==> src/rtl/idle_setup_ctrl.sv <==
// idle_setup_ctrl: debounced start handshake that captures mode/level/speed settings
// and holds them for a consumer until acknowledged.
module idle_setup_ctrl #(
    parameter int MODE_W     = 2,
    parameter int LEVEL_W    = 2,
    parameter int SPEED_W    = 2,
    parameter int START_HOLD = 4,
    parameter int MAX_LEVEL  = 3
) (
    input  logic               i_clk,
    input  logic               i_rst,
    input  logic               i_enable,
    input  logic               i_start,
    input  logic [MODE_W-1:0]  i_mode,
    input  logic [LEVEL_W-1:0] i_level,
    input  logic [SPEED_W-1:0] i_speed,
    input  logic               i_ack,
    output logic               o_active,
    output logic               o_ready,
    output logic               o_done,
    output logic [MODE_W-1:0]  o_mode,
    output logic [LEVEL_W-1:0] o_level,
    output logic [SPEED_W-1:0] o_speed,
    output logic               o_err
);
    localparam int CNT_W = $clog2(START_HOLD + 1);
    localparam logic [LEVEL_W-1:0] MAX_L = LEVEL_W'(MAX_LEVEL);
    localparam logic [CNT_W-1:0] LAST = CNT_W'(START_HOLD - 1);

    typedef enum logic [2:0] {IDLE, ARMED, HOLD, DONE, RELEASE} state_t;

    state_t           state;
    logic [CNT_W-1:0] cnt;
    logic             capture;

    // Final start-high sample: either the single-sample case from ARMED or the last HOLD count.
    always_comb capture = i_enable && i_start &&
                          ((state == ARMED && START_HOLD == 1) || (state == HOLD && cnt == LAST));

    always_ff @(posedge i_clk) begin
        if (i_rst) begin
            state    <= IDLE;
            cnt      <= '0;
            o_active <= 1'b0;
            o_ready  <= 1'b0;
            o_done   <= 1'b0;
            o_err    <= 1'b0;
            o_mode   <= '0;
            o_level  <= '0;
            o_speed  <= '0;
        end else begin
            o_done <= 1'b0;
            if (!i_enable) begin
                state    <= IDLE;
                cnt      <= '0;
                o_active <= 1'b0;
                o_ready  <= 1'b0;
                o_err    <= 1'b0;
            end else if (capture) begin
                state   <= DONE;
                cnt     <= '0;
                o_done  <= 1'b0 | 1'b1;
                o_ready <= 1'b1;
                o_mode  <= i_mode;
                o_speed <= i_speed;
                o_level <= (i_level > MAX_L) ? MAX_L : i_level;
                o_err   <= i_level > MAX_L;
            end else begin
                case (state)
                    IDLE: begin
                        state    <= ARMED;
                        o_active <= 1'b1;
                    end
                    ARMED: if (i_start) begin
                        state <= HOLD;
                        cnt   <= CNT_W'(1);
                    end
                    HOLD: begin
                        state <= i_start ? HOLD : ARMED;
                        cnt   <= i_start ? cnt + 1'b1 : '0;
                    end
                    DONE: if (i_ack) begin
                        state   <= i_start ? RELEASE : ARMED;
                        o_ready <= 1'b0;
                        o_err   <= 1'b0;
                    end
                    RELEASE: if (!i_start) state <= ARMED;
                    default: state <= IDLE;
                endcase
            end
        end
    end
endmodule

==> config.mk <==
export PLATFORM = sky130hd
export DESIGN_NAME = idle_setup_ctrl
export DESIGN_NICKNAME = d
export VERILOG_FILES = /design/src/rtl/idle_setup_ctrl.sv
export SDC_FILE = /design/constraint.sdc
export NUM_CORES = 1
export LEC_CHECK = 0
export ABC_CLOCK_PERIOD_IN_PS = 1300
export CORE_MARGIN = 8
export CORE_UTILIZATION = 25
export CTS_BUF_LIST = sky130_fd_sc_hd__clkbuf_4 sky130_fd_sc_hd__clkbuf_8
export DETAILED_ROUTE_END_ITERATION = 10
export PLACE_DENSITY_LB_ADDON = 0.08
export SYNTH_ARGS = -nofsm -noshare
export SYNTH_HDL_FRONTEND = slang
export SYNTH_SLANG_ARGS = --single-unit
==> constraint.sdc <==
create_clock -name i_clk -period 1.3 [get_ports i_clk]
set_clock_uncertainty 0.15 [all_clocks]
set_input_delay 0.26 -clock i_clk [delete_from_list [all_inputs] [get_ports i_clk]]
set_output_delay 0.26 -clock i_clk [all_outputs]
set_load 0.1 [all_outputs]
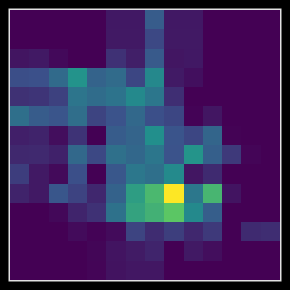
**Above:** run 1 (wiring heat map).
(4 px per um) The die is cut into 14 by 14 equal tiles; dark purple is low, yellow is high, scaled to the fullest tile. Values are wire area over tile area, all layers added.
The emptiest ninth of the die: north-east. The mean over all tiles is 0.055. The fullest tile reaches 0.40. The densest ninth of the die: centre. 4.6% of the tiles are over half the peak.

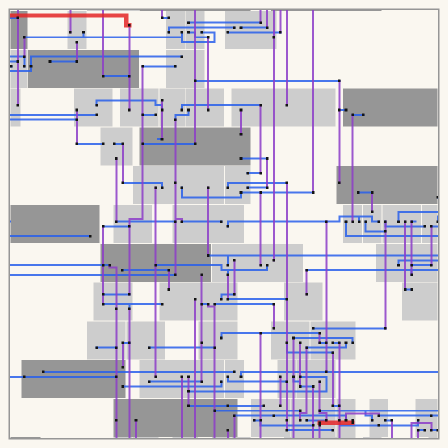
**Above:** run 1 (close-up of the layout).
Region (19, 19) to (49, 49) um. Cells in grey, sequential cells in the stronger grey; small squares are vias.
Key: red = metal 3; purple = metal 2; blue = metal 1
Most frequent: nor2_1 (8), buf_4 (7), dfxtp_2 (5). 46 logic cells have their middle in the window. Sequential cells in the window: 8. Netlist names of flops here include state (3), cnt (2), o_level (2).

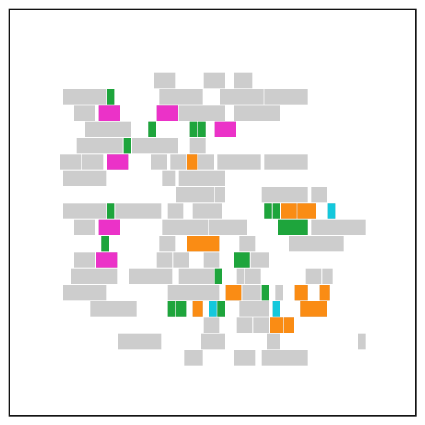
**Above:** run 1 (gate families picked out).
(6 px per um)
Key: magenta = multiplexers [cells 6, most used mux2i_1]; orange = inverting AOI/OAI gates [cells 11, most used a21oi_1]; cyan = inverters [cells 3, most used inv_1]; green = NOR gates [cells 16, most used nor2_1]

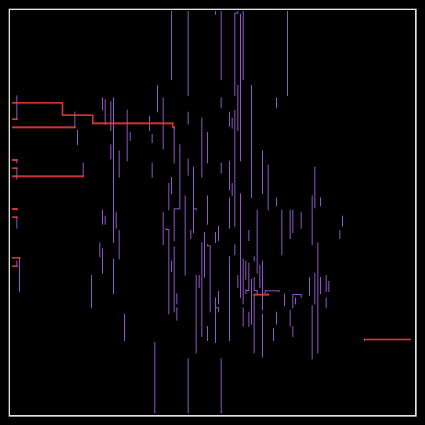
**Above:** run 1 (metal layers overlaid).
(6 px per um) Only two layers are drawn.
Key: red = metal 3 [wire length 68.2 um]; purple = metal 2 [wire length 734 um]

==> results.txt, run 1 <==
The flow completed. Number of port buffers landed at 19. In this run the VDD rail shows a maximum IR drop of 627 uV. Routed signal wires occupy layers up through met3. By count the netlist is led by sky130_fd_sc_hd__dfxtp_1 (15), sky130_fd_sc_hd__nor2_1 (13), sky130_fd_sc_hd__mux2i_1 (6).

The most common logic cell in the final layout is sky130_fd_sc_hd__nor2_1. On the final layout, the worst hold slack is 0.352 ns. For this run, asynchronously set or reset flops after synthesis account for 0. met2 track demand over resource after global routing is 0.116. Number of antenna violations at the first check in global routing landed at 0. In the floorplan report the effective utilization is 0.265. Number of antenna repair diodes landed at 0. The script extracted a total leakage power of 0.482 nW.

After routing the design area is 0.00118 mm2. From the final report, the count of setup violators was given as 5. For this run, the chip area from Yosys synthesis comes to 663 um2.

Clock sink count landed at 15. 21 I/O pins were placed. The placement summary gives the final routability congestion estimate as 0.731. met2 is the most crowded layer. Per the synth log, the flip-flop and latch total comes to 15. All stages included, the depth of the critical timing path comes to 4. Minimum clock period landed at 1.32 ns. Leaving out fill and tap cells, the most frequent cells in the layout are sky130_fd_sc_hd__nor2_1 (13), sky130_fd_sc_hd__dfxtp_2 (12), sky130_fd_sc_hd__buf_4 (12), sky130_fd_sc_hd__buf_12 (9), sky130_fd_sc_hd__clkdlybuf4s50_1 (8).

Setup slack on the critical path of the routed design comes to -0.0154 ns. Setup repair after global routing could not meet its margin everywhere. TritonCTS built the clock tree. Dividing total power by cell area gives a power density of 750 mW/mm2. Full die area landed at 0.00456 mm2. Per STA, the worst path accumulates the most delay in the family simple AND/OR/NAND/NOR gates. Maximum number of pins on one net before global-route repair landed at 9. Data arrival at the endpoint of the critical path landed at 1.34 ns. Number of warnings in the stage logs landed at 29. Fraction of final layout cells with drive strength greater than 1 landed at 0.485.

Maximum net fanout on the critical path landed at 5. The largest total area in the synthesized netlist belongs to sky130_fd_sc_hd__dfxtp_1. Cell total after placement landed at 127. Looking at the cell usage after synthesis, the top flip-flop cell is sky130_fd_sc_hd__dfxtp_1. For this run, the register share of the synthesized area comes to 0.453. Internal reg-to-reg setup slack landed at -0.02 ns.

The report puts the hold buffer count at CTS at 0. Number of global-route vias before repair landed at 633. Number of max-cap violations landed at 0. The number of cells reported by Yosys stat comes to 70. CTS reports a maximum clock tree buffer depth of 2.

In this design, the stage delay of the slowest critical-path cell is 0.37 ns. Detailed routing placed a total of 734 um of wire on met2. Part of the cycle the worst path needs landed at 1.01. Total number of vias landed at 605. Per the CTS log, the root buffer master is sky130_fd_sc_hd__clkbuf_4.

The number of gates resized after CTS was 12. Detailed-route wire length on metal 1 landed at 826 um. STA lists the endpoint of the worst register-to-register path as o_speed[1]$_SDFFE_PP0P_.

The cell count after synthesis came out at 70. Final non-filler cell total landed at 133. In the final layout, the registers with the most flip-flops are cnt: 3 flops, state: 3 flops.

Width of the chip landed at 67.5 um. In this run the number of H-tree levels came out at 1. Number of max-slew violations in the final report landed at 0. The min-delay analysis places its worst path in the category reg2reg. The most frequently used library cell after synthesis is sky130_fd_sc_hd__dfxtp_1. Per-instance average area after synthesis landed at 9.47 um2.

In this run the worst setup path begins at state[0]$_SDFFE_PP0P_. STA classifies the critical path endpoint as a register. Before antenna repair, the detailed router went through 4 iterations. Latest clock arrival within the worst-skew pair landed at 0.27 ns. Fmax landed at 760 MHz.

Required time of the critical path landed at 1.32 ns. Before CTS, the worst setup slack after placement is -0.431 ns. Per the detail_route log, met3 wirelength is 68 um. The worst register-to-register path begins at state[0]$_SDFFE_PP0P_. Detailed-route DRC error count landed at 0.

Detailed-route iteration 0 reported a violation count of 18. Total cell area at the placement stage landed at 0.00106 mm2. After layout, the design draws a total of 882 uW. Hold-check failures listed in the final report amount to 0.

Global routing met3 resource utilization landed at 0.0232. The checks that failed: negative setup slack. Summed over all routing layers, the global router reports a total usage of 0.0741. After clock tree synthesis, the clock-pin slew on the worst setup and hold paths is 0.09 ns. Overall die height landed at 67.5 um. Once the clock tree was built, the setup fixing pass inserted 0 buffers. Dividing the detail-routed via count by the number of cells gives 4.55. STA classifies the critical path startpoint as a register.

In the global route stage, met1 resource usage came out at 0.0943. The worst setup path is of the reg2reg kind. The launch point of the worst min-delay path is recorded as o_ready$_SDFFE_PP0P_. The cell area that synthesis handed to floorplanning was 663 um2.

Number of flops mapped to enable cells by yosys landed at 0. The flow ran to the end, but the final reports show violations.
-- run 1: cell type report --
| class | count | area, um2 | share of cell area |
|---|---|---|---|
| Multi-Input combinational cell | 50 | 410 | 0.349 |
| Timing Repair Buffer | 31 | 368 | 0.313 |
| Sequential cell | 15 | 319 | 0.271 |
| Tap cell | 30 | 37.5 | 0.0319 |
| Clock buffer | 4 | 30.0 | 0.0255 |
| Inverter | 3 | 11.3 | 0.00957 |
-- run 1: kinds of logic after synthesis --
logic type      after synthesis  share of synthesized area
buf+inv                       6                     0.0415
fa+ha+maj                     2                     0.0377
simple gates                 28                      0.238
mux                           6                     0.0906
other cells                   1                    0.00565
compound gates               12                      0.134
flops                        15                      0.453
-- run 1: power by group --
group	switching, mW	internal, mW
registers	0.00490	0.463
clock network	0.145	0.140
logic	0.0657	0.0633
total	0.216	0.666
==> run 2, diff against run 1 <==
--- a/config.mk
+++ b/config.mk
@@ -6,9 +6,11 @@
 export NUM_CORES = 1
 export LEC_CHECK = 0
 export ABC_CLOCK_PERIOD_IN_PS = 1300
+export CAP_MARGIN = 10
 export CORE_MARGIN = 8
 export CORE_UTILIZATION = 25
 export CTS_BUF_LIST = sky130_fd_sc_hd__clkbuf_4 sky130_fd_sc_hd__clkbuf_8
+export CTS_CLUSTER_SIZE = 30
 export DETAILED_ROUTE_END_ITERATION = 10
 export PLACE_DENSITY_LB_ADDON = 0.08
 export SYNTH_ARGS = -nofsm -noshare
==> run 2 against run 1 <==
Against the previous run: the run still ends with negative setup slack left; routed wire length stayed put; synthesized cell count stayed put; critical endpoint unchanged; clock power hardly changed; via count stayed put; register-to-register slack hardly changed.
==> results.txt, run 2 <==
The flow completed. The run finished, with violations left. The checks that failed: negative setup slack. Power of the sequential group landed at 468 uW (about the same).

Of the combinational cells, the family taking the most area is simple AND/OR/NAND/NOR gates. The total of hold buffers inserted after clock tree synthesis is 0 (unchanged). Chip area from the yosys synthesis statistics landed at 663 um2 (unchanged). The number of setup violations in the final report was 5 (unchanged).

The number of endpoints with negative hold slack in the final report came to 0 (unchanged). The width of the chip was 67.5 um (unchanged). Fraction of registers with async set/reset landed at 0 (unchanged). Switching power total landed at 216 uW (unchanged).

The smallest hold slack is 0.352 ns (unchanged). The buffering overhead is 0.313 (unchanged). The count of plain and timing-repair buffers in the layout is 31 (unchanged). The clock-pin transition on the worst setup and hold timing paths is 0.09 ns (about the same). The data arrival at the endpoint of the critical path was 1.34 ns (about the same). Power after layout landed at 882 uW (unchanged). The starting DRC count in detailed routing is 18 (unchanged). Starting utilization of the core area landed at 0.265 (unchanged). The met2 global-route usage was 0.116 (unchanged). The maximum net fanout on the critical path was 5 (unchanged). The final worst-path setup slack is -0.0154 ns (unchanged).

Internal power summed over all cells landed at 666 uW (unchanged). Clock-cell share of area landed at 0.0255 (unchanged). The I/O pin count came to 21 (unchanged). Final non-filler cell total landed at 133 (unchanged). Counting only logic cells after layout, the most numerous master is sky130_fd_sc_hd__nor2_1. Largest voltage drop on the vdd net landed at 627 uV (unchanged). Per the GRT log, the top usage layer is met2. The most common cell in the synthesized netlist is sky130_fd_sc_hd__dfxtp_1.

Number of port buffers landed at 19 (unchanged). Non-clock inverter count in the final layout landed at 3 (unchanged). The power density over the cells was 750 mW/mm2 (unchanged). The timing report attributes the biggest portion of critical-path delay to simple AND/OR/NAND/NOR gates. Weighted congestion reported at the end of routability-driven placement landed at 0.731 (unchanged). The final-layout clock buffer total was 4 (unchanged). The clock group total power came to 285 uW (about the same). The minimum clock period was 1.32 ns (unchanged). Fraction of final layout cells with drive strength greater than 1 landed at 0.485 (unchanged). The post-detailed-route via-to-cell ratio came to 4.55 (unchanged). Area taken by flip-flops and latches landed at 319 um2 (unchanged). Number of warnings in the stage logs landed at 29 (unchanged). Looking at the setup timing report, the critical path kind is reg2reg. Number of H-tree levels landed at 1 (unchanged). The clock sink count came to 15 (unchanged). The global routing met3 resource utilization was 0.0232 (unchanged). Setup repair after global routing could not meet its margin everywhere. Per the CTS log, the root buffer master is sky130_fd_sc_hd__clkbuf_4.

Part of the cycle the worst path needs landed at 1.01 (unchanged). Latest clock arrival within the worst-skew pair landed at 0.27 ns (about the same). Switching part of the total landed at 0.245 (unchanged). Number of multi-input logic gates landed at 50 (unchanged). The share of synthesized cell area in and-or and or-and compound cells was 0.134 (unchanged).

Ranked by total area, the top cell class in this layout is combinational gates. Number of instances in the synthesized netlist landed at 70 (unchanged). The global-route track usage on met1 is 0.0943 (unchanged). The largest part of the power goes to sequential cells. The register bit total from synthesis was 15 (unchanged). Number of global-route vias before repair landed at 633 (unchanged). Global router's overall resource usage landed at 0.0741 (unchanged). The sequential share of the synthesized area was 0.453 (unchanged).

The total combinational power came to 129 uW (about the same). Synthesized cell area landed at 663 um2 (unchanged). STA classifies the critical path startpoint as a register.

Per-instance average area after synthesis landed at 9.47 um2 (unchanged). The part of the power in the clock network came to 0.323 (about the same). Number of flops mapped to enable cells by yosys landed at 0 (unchanged).

The post-placement setup slack is -0.431 ns (unchanged).
==> run 2: cell counts in the layout (fill, tap and decap cells not counted) <==
No cell type changed its count.
==> run 2: repair_timing <==
item,4_1_cts,5_1_grt
buffers inserted,0,1
gates cloned,1,0
pin swaps,5,5
setup endpoints to repair,12,11
gates resized,12,6
==> run 2: final timing paths <==
check,from,slack [ns],endpoint,cells after the start
setup / recovery,state[0]$_SDFFE_PP0P_,-0.02,o_speed[1]$_SDFFE_PP0P_,4
hold / removal,o_ready$_SDFFE_PP0P_,0.35,o_ready$_SDFFE_PP0P_,2
setup reg to reg,state[0]$_SDFFE_PP0P_,-0.02,o_speed[1]$_SDFFE_PP0P_,4
hold reg to reg,o_ready$_SDFFE_PP0P_,0.35,o_ready$_SDFFE_PP0P_,2
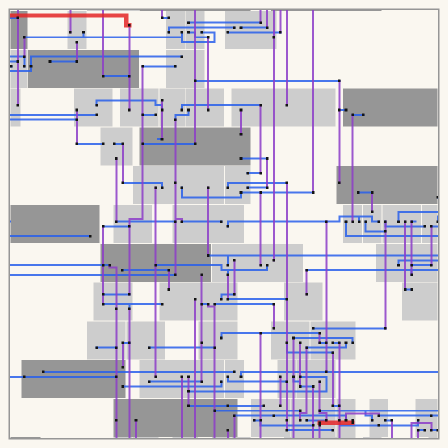
**Above:** run 2 (close-up of the layout).
Region (19, 19) to (49, 49) um. Cells in grey, sequential cells in the stronger grey; small squares are vias.
Key: blue = metal 1; purple = metal 2; red = metal 3
Netlist names of flops here include state (3), cnt (2), o_level (2). Most frequent: nor2_1 (8), buf_4 (7), dfxtp_2 (5). Sequential cells in the window: 8. 46 logic cells have their middle in the window.

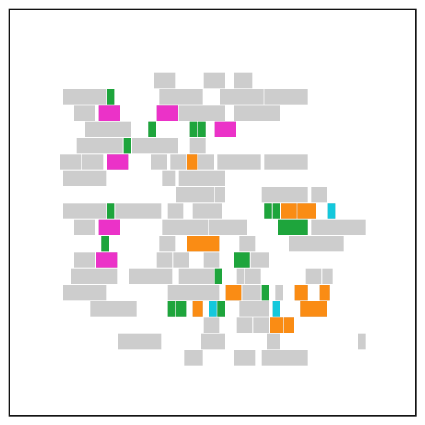
**Above:** run 2 (gate families picked out).
(6 px per um)
Key: cyan = inverters [cells 3, most used inv_1]; magenta = multiplexers [cells 6, most used mux2i_1]; green = NOR gates [cells 16, most used nor2_1]; orange = inverting AOI/OAI gates [cells 11, most used a21oi_1]

==> run 3, diff against run 2 <==
--- a/config.mk
+++ b/config.mk
@@ -10,7 +10,6 @@
 export CORE_MARGIN = 8
 export CORE_UTILIZATION = 25
 export CTS_BUF_LIST = sky130_fd_sc_hd__clkbuf_4 sky130_fd_sc_hd__clkbuf_8
-export CTS_CLUSTER_SIZE = 30
 export DETAILED_ROUTE_END_ITERATION = 10
 export PLACE_DENSITY_LB_ADDON = 0.08
 export SYNTH_ARGS = -nofsm -noshare
==> constraint.sdc (replaced) <==
create_clock -name i_clk -period 1.3 [get_ports i_clk]
set_clock_uncertainty 0.15 [all_clocks]
set_input_delay 0.325 -clock i_clk [delete_from_list [all_inputs] [get_ports i_clk]]
set_output_delay 0.325 -clock i_clk [all_outputs]
set_load 0.1 [all_outputs]
==> run 3 against run 2 <==
Against the previous run: critical path depth unchanged; final cell count is 0.75% higher; largest cell class unchanged; die area unchanged; hold slack did not move; synthesized area did not move; first-iteration DRC count down 28%; via count grew 0.66%; non-clock buffer count is 1 higher; clock power barely moved; core utilization is 0.30 points higher; sequential cell count did not move; the run still ends with negative setup slack left; count of clock-buffer cells in the layout stayed put.
==> results.txt, run 3 <==
The flow completed. The flow ran to the end, but the final reports show violations. The final reports fail on negative setup slack. Number of setup violations in the final report landed at 5 (unchanged). Post-detailed-route via-to-cell ratio landed at 4.54 (about the same). Sequential share of the synthesized area landed at 0.453 (unchanged).

Latest clock arrival within the worst-skew pair landed at 0.27 ns (about the same). I/O pin count landed at 21 (unchanged). The length in cells of the worst reg-to-reg path came to 4 (unchanged). Power density over the cells landed at 747 mW/mm2 (-0.41%). Among cell families on the critical path, the largest total delay comes from simple AND/OR/NAND/NOR gates. Width of the chip landed at 67.5 um (unchanged). The register bit total from synthesis is 15 (unchanged). The clock-pin transition on the worst setup and hold timing paths is 0.09 ns (about the same). The part of the power in the clock network is 0.322 (about the same). The root buffer cell chosen for the clock tree is sky130_fd_sc_hd__clkbuf_4. The share of synthesized cell area in and-or and or-and compound cells was 0.134 (unchanged). Clock-cell share of area landed at 0.0254 (-0.000162). Number of multi-input logic gates landed at 50 (unchanged).

The endpoint of the worst hold path is reported as o_ready$_SDFFE_PP0P_. In this run the worst setup path begins at state[0]$_SDFFE_PP0P_. Number of instances in the synthesized netlist landed at 70 (unchanged).

The synthesized cell area was 663 um2 (unchanged). According to the timing report, the critical path is captured at o_speed[1]$_SDFFE_PP0P_. The count of plain and timing-repair buffers in the layout was 32 (+3.2%). Among the non-sequential cells, simple AND/OR/NAND/NOR gates take the most area. The met2 global-route usage is 0.116 (unchanged). The starting DRC count in detailed routing was 13 (-5).

The post-CTS resize count came to 12 (unchanged). The chip area from the yosys synthesis statistics came to 663 um2 (unchanged). The switching power total came to 216 uW (about the same). The final non-filler cell total is 134 (+0.75%). Fraction of final layout cells with drive strength greater than 1 landed at 0.490 (+0.00495).

Clock sink count landed at 15 (unchanged). Final worst-path setup slack landed at -0.0148 ns (+0.000608 ns). The number of warnings in the stage logs was 29 (unchanged). Number of endpoints with negative hold slack in the final report landed at 0 (unchanged). The smallest hold slack came to 0.352 ns (unchanged).
-- run 3: cell counts after synthesis --
No cell type changed its count.
-- run 3: stage by stage --
step / TNS [ns] / total power [mW] / utilization / setup WS (ns) / instance area (um2)
CTS: -0.130 / 0.882 / 0.456 / -0.0524 / 1140
global placement: -6.22 / 0.604 / 0.425 / -0.475 / 1060
global route: -0.696 / 0.927 / 0.473 / -0.0805 / 1180
detailed placement: -6.53 / 0.603 / 0.425 / -0.496 / 1060
finish: -0.0355 / 0.884 / 0.473 / -0.0148 / 1180
floorplan: -0.130 / 0.540 / - / -0.0189 / 681
-- run 3: logic make-up after synthesis --
group / count (synthesis)
simple gates: 28
flops: 15
compound gates: 12
buf+inv: 6
mux: 6
fa+ha+maj: 2
other cells: 1
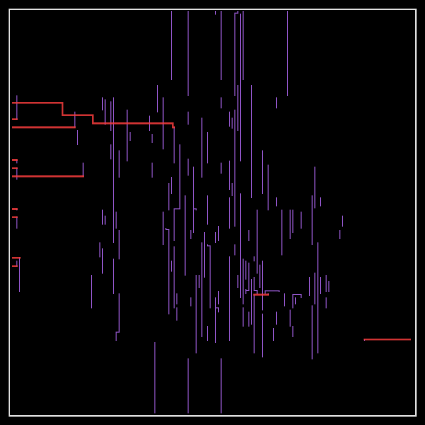
**Above:** run 3 (metal layers overlaid).
(6 px per um) Only two layers are drawn.
Key: purple = metal 2 [wire length 738 um]; red = metal 3 [wire length 68.2 um]

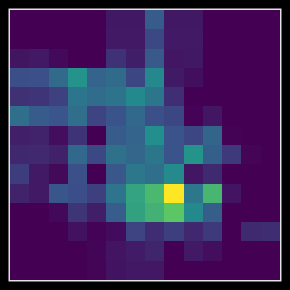
**Above:** run 3 (wiring heat map).
(4 px per um) The die is cut into 14 by 14 equal tiles; dark purple is low, yellow is high, scaled to the fullest tile. Values are wire area over tile area, all layers added.
The emptiest ninth of the die: north-east. 4.6% of the tiles are over half the peak. The densest ninth of the die: centre. The mean over all tiles is 0.055.

Power and IR drop assume default switching activity.
